<file path="src/rtl/inv_pipeline.sv">
// Elastic DEPTH-stage register pipeline that carries an inversion tag with each word.
// Each stage optionally inverts tagged words; valid/ready on both sides, flush, occupancy.
module inv_pipeline #(
    parameter int unsigned          WIDTH    = 8,
    parameter int unsigned          DEPTH    = 4,
    parameter logic [DEPTH-1:0]     INV_MASK = {DEPTH{1'b1}}
) (
    input  logic                         clk,
    input  logic                         rst_n,
    input  logic [WIDTH-1:0]             in_data,
    input  logic                         in_inv,
    input  logic                         in_valid,
    output logic                         in_ready,
    output logic [WIDTH-1:0]             out_data,
    output logic                         out_inv,
    output logic                         out_valid,
    input  logic                         out_ready,
    input  logic                         flush,
    output logic [$clog2(DEPTH+1)-1:0]   occupancy
);

    localparam int unsigned OCC_W = $clog2(DEPTH+1);

    logic [DEPTH-1:0] r_valid;
    logic [DEPTH-1:0] r_tag;
    logic [WIDTH-1:0] r_data [DEPTH];
    logic [OCC_W-1:0] r_occ;

    logic [DEPTH-1:0] w_go;
    logic [DEPTH-1:0] w_up_valid;
    logic [DEPTH-1:0] w_up_tag;
    logic [WIDTH-1:0] w_up_data [DEPTH];
    logic [DEPTH-1:0] w_valid_nxt;
    logic [OCC_W-1:0] w_occ_nxt;
    logic             w_in_xfer;

    // A stage may advance when any stage at or beyond it is empty, or the egress drains.
    // Written as a flat reduction so there is no combinational self-dependency.
    for (genvar g = 0; g < DEPTH; g++) begin : g_go
        assign w_go[g] = out_ready | ~(&r_valid[DEPTH-1:g]);
    end

    assign in_ready  = w_go[0] & ~flush;
    assign w_in_xfer = in_valid & in_ready;

    always_comb begin
        w_up_valid[0] = w_in_xfer;
        w_up_tag[0]   = in_inv;
        w_up_data[0]  = in_data;
        for (int k = 1; k < DEPTH; k++) begin
            w_up_valid[k] = r_valid[k-1];
            w_up_tag[k]   = r_tag[k-1];
            w_up_data[k]  = r_data[k-1];
        end
    end

    always_comb begin
        w_valid_nxt = '0;
        w_occ_nxt   = '0;
        for (int k = 0; k < DEPTH; k++) begin
            if (flush)
                w_valid_nxt[k] = 1'b0;
            else if (w_go[k])
                w_valid_nxt[k] = w_up_valid[k];
            else
                w_valid_nxt[k] = r_valid[k];
            w_occ_nxt = w_occ_nxt + OCC_W'(w_valid_nxt[k]);
        end
    end

    // Flush only clears valids; payload registers keep their contents.
    always_ff @(posedge clk) begin
        if (!rst_n) begin
            r_valid <= '0;
            r_tag   <= '0;
            r_occ   <= '0;
            for (int k = 0; k < DEPTH; k++) begin
                r_data[k] <= '0;
            end
        end else begin
            r_valid <= w_valid_nxt;
            r_occ   <= w_occ_nxt;
            for (int k = 0; k < DEPTH; k++) begin
                if (w_go[k] && !flush) begin
                    r_tag[k]  <= w_up_tag[k];
                    r_data[k] <= w_up_data[k] ^ {WIDTH{INV_MASK[k] & w_up_tag[k]}};
                end
            end
        end
    end

    assign out_valid = r_valid[DEPTH-1];
    assign out_inv   = r_tag[DEPTH-1];
    assign out_data  = r_data[DEPTH-1];
    assign occupancy = r_occ;

endmodule

</file>
<file path="config.mk">
export PLATFORM = sky130hd
export DESIGN_NAME = inv_pipeline
export DESIGN_NICKNAME = d
export VERILOG_FILES = /design/src/rtl/inv_pipeline.sv
export SDC_FILE = /design/constraint.sdc
export NUM_CORES = 1
export LEC_CHECK = 0
export CORE_MARGIN = 5
export CORE_UTILIZATION = 48
export DETAILED_ROUTE_END_ITERATION = 16
export GPL_TIMING_DRIVEN = 0
export PLACE_DENSITY = 0.78
export RECOVER_POWER = 100
export SLEW_MARGIN = 20
export SYNTH_ARGS = -nofsm -noshare
export SYNTH_HDL_FRONTEND = slang
export SYNTH_SLANG_ARGS = --single-unit
</file>
<file path="constraint.sdc">
create_clock -name clk -period 2.1 [get_ports clk]
set_input_delay 0.42 -clock clk [delete_from_list [all_inputs] [get_ports clk]]
set_output_delay 0.42 -clock clk [all_outputs]
set_load 0.05 [all_outputs]
</file>
Placed cells, one color a class:
Bar = 20 um. Fill, decap, tap and diode cells in gray.
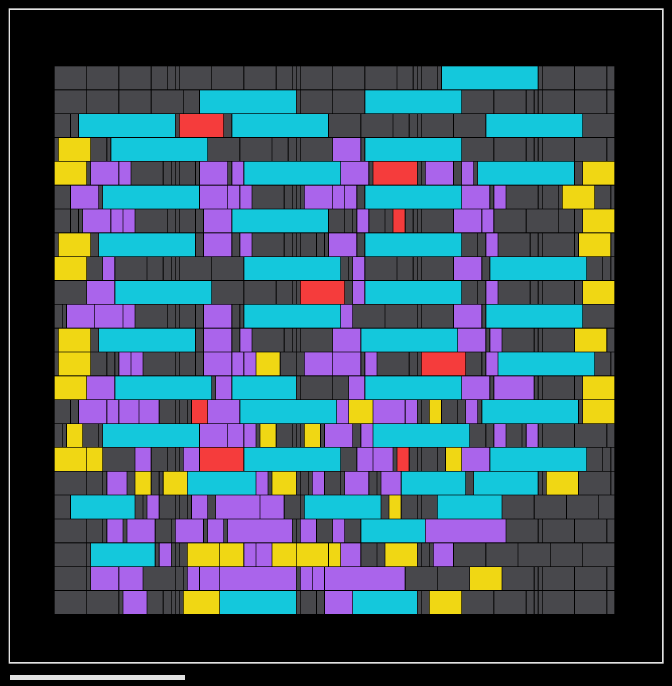
color	class	cells	share of their area
yellow	other buffers and delay cells	38	14%
cyan	flops	43	51%
red	clock drivers and dummy loads	8	3.5%
purple	combinational and other logic	112	32%
total core area: 4000 um2
sequential cell area share: 0.494
# rows: 23

==> impl_metrics.json <==
{
  "numCtsBuffers": 5,
  "synthXorXnorAreaFrac": 0.141,
  "ys_types": 32,
  "busiest_layer": "met2",
  "antennaDiodeCount": 0,
  "antenna_found_initial": 0,
  "p_leak_nw": 0.935,
  "placed_area_um2": 2300,
  "min_period_ps": 2080,
  "cts_buffer_depth": 2,
  "largest_area_cell": "edfxtp_1",
  "crit_required_ps": 2300,
  "crit_type": "reg -> reg",
  "endpoint_kind": "register",
  "seqPwrFrac": 0.573,
  "final_cell_mix": "36 x nor2_1, 32 x xnor2_1, 32 x edfxtp_1",
  "drc": 0,
  "hold_ws_ps": 462,
  "setup_violations": 0,
  "powerComb_uw": 252,
  "setup.worst_path.start_class": "register",
  "flop_cell": "edfxtp_1",
  "dp_hpwl_mm": 2.31,
  "drt-met1-wl_mm": 1.06,
  "design.portCount": 28,
  "timing_hold_violations_final": 0,
  "synthArstFlopShare": 0,
  "max_stage_delay_ps": 530,
  "dr_wl_met2_mm": 1.73,
  "grt_use_met1": 0.121,
  "wl_per_cell_um": 12.1,
  "yosys_warnings": 0,
  "adder_share": 0.0226,
  "powerSeq_uw": 995,
  "setup_tns_ps": 0,
  "worst-slew-pin-transition_ps": 784,
  "drive_gt1_frac": 0.159,
  "cts_tree": "yes",
  "wl_mm": 3.04,
  "antenna_left": 0,
  "ys_ff": 43,
  "grt_max_degree": 13,
  "hold_path.startpoint": "flush",
  "finalWorstSetupSlack_ps": 19.5,
  "cts_sinks": 43,
  "track_usage": 0.128,
  "ys_sh_simple": 0.140,
  "synth.cellmix.compoundShare": 0.0579,
  "final_area_um2": 2410,
  "yosys.stat.seqShare": 0.594,
  "worst-path-stages": 8,
  "status": "finished clean",
  "fp.dieW_um": 74.4,
  "path_clk_slew_ps": 70,
  "synthCells": 163,
  "maxUsedRoutingLayer": "met4",
  "p_switching_uw": 420,
  "area_leaders": "edfxtp_1 48%, xnor2_1 14%, dfxtp_1 11%",
  "first_pass_iters": 4,
  "nets": 217,
  "dr_wl_met3_um": 192,
  "slowest_stage": "fa_1",
  "yosysTopAreaCellShare": 0.483,
  "synth-edff-count": 32,
  "synth.logic.top_family": "XOR/XNOR gates"
}
Register map, names as in the netlist:
Other sequential cells in the stronger gray, the rest of the logic in the fainter gray.
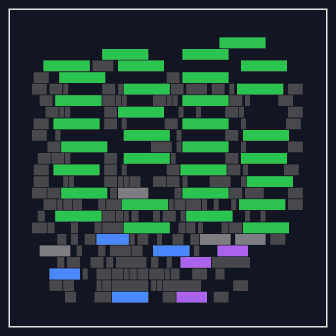
color	signal	placed flops
blue	`r_valid`	4
green	`r_data`	32
purple	`occupancy`	3
register area: 1190 um2
post-layout util: 0.603

synth_stat cells (2+ instances only):
cell and instances:
clkbuf_2 2, ha_1 2, nand4_1 2, buf_6 2
edfxtp_1 32, nand3_1 2, inv_1 7, or2_1 2
and2_1 3, xnor2_1 32, a21oi_1 5, nand2b_1 2
nor2_1 36, o21ai_0 4, buf_2 2, dfxtp_1 11
nand2_1 2
cell type report:
cell class / instances / area (um2)
buffer: 8 / 42.5
timing repair buffer: 30 / 275
clock buffer: 7 / 76.3
sequential: 43 / 1190
clock inverter: 1 / 5.00
tap: 50 / 62.6
inverter: 7 / 26.3
multi-input combinational: 105 / 733
fill: 330 / 1590
registers in the layout (all words and copies together), names as in the netlist:
signal	cells
r_tag	4
r_valid	4
occupancy	3
r_data	32
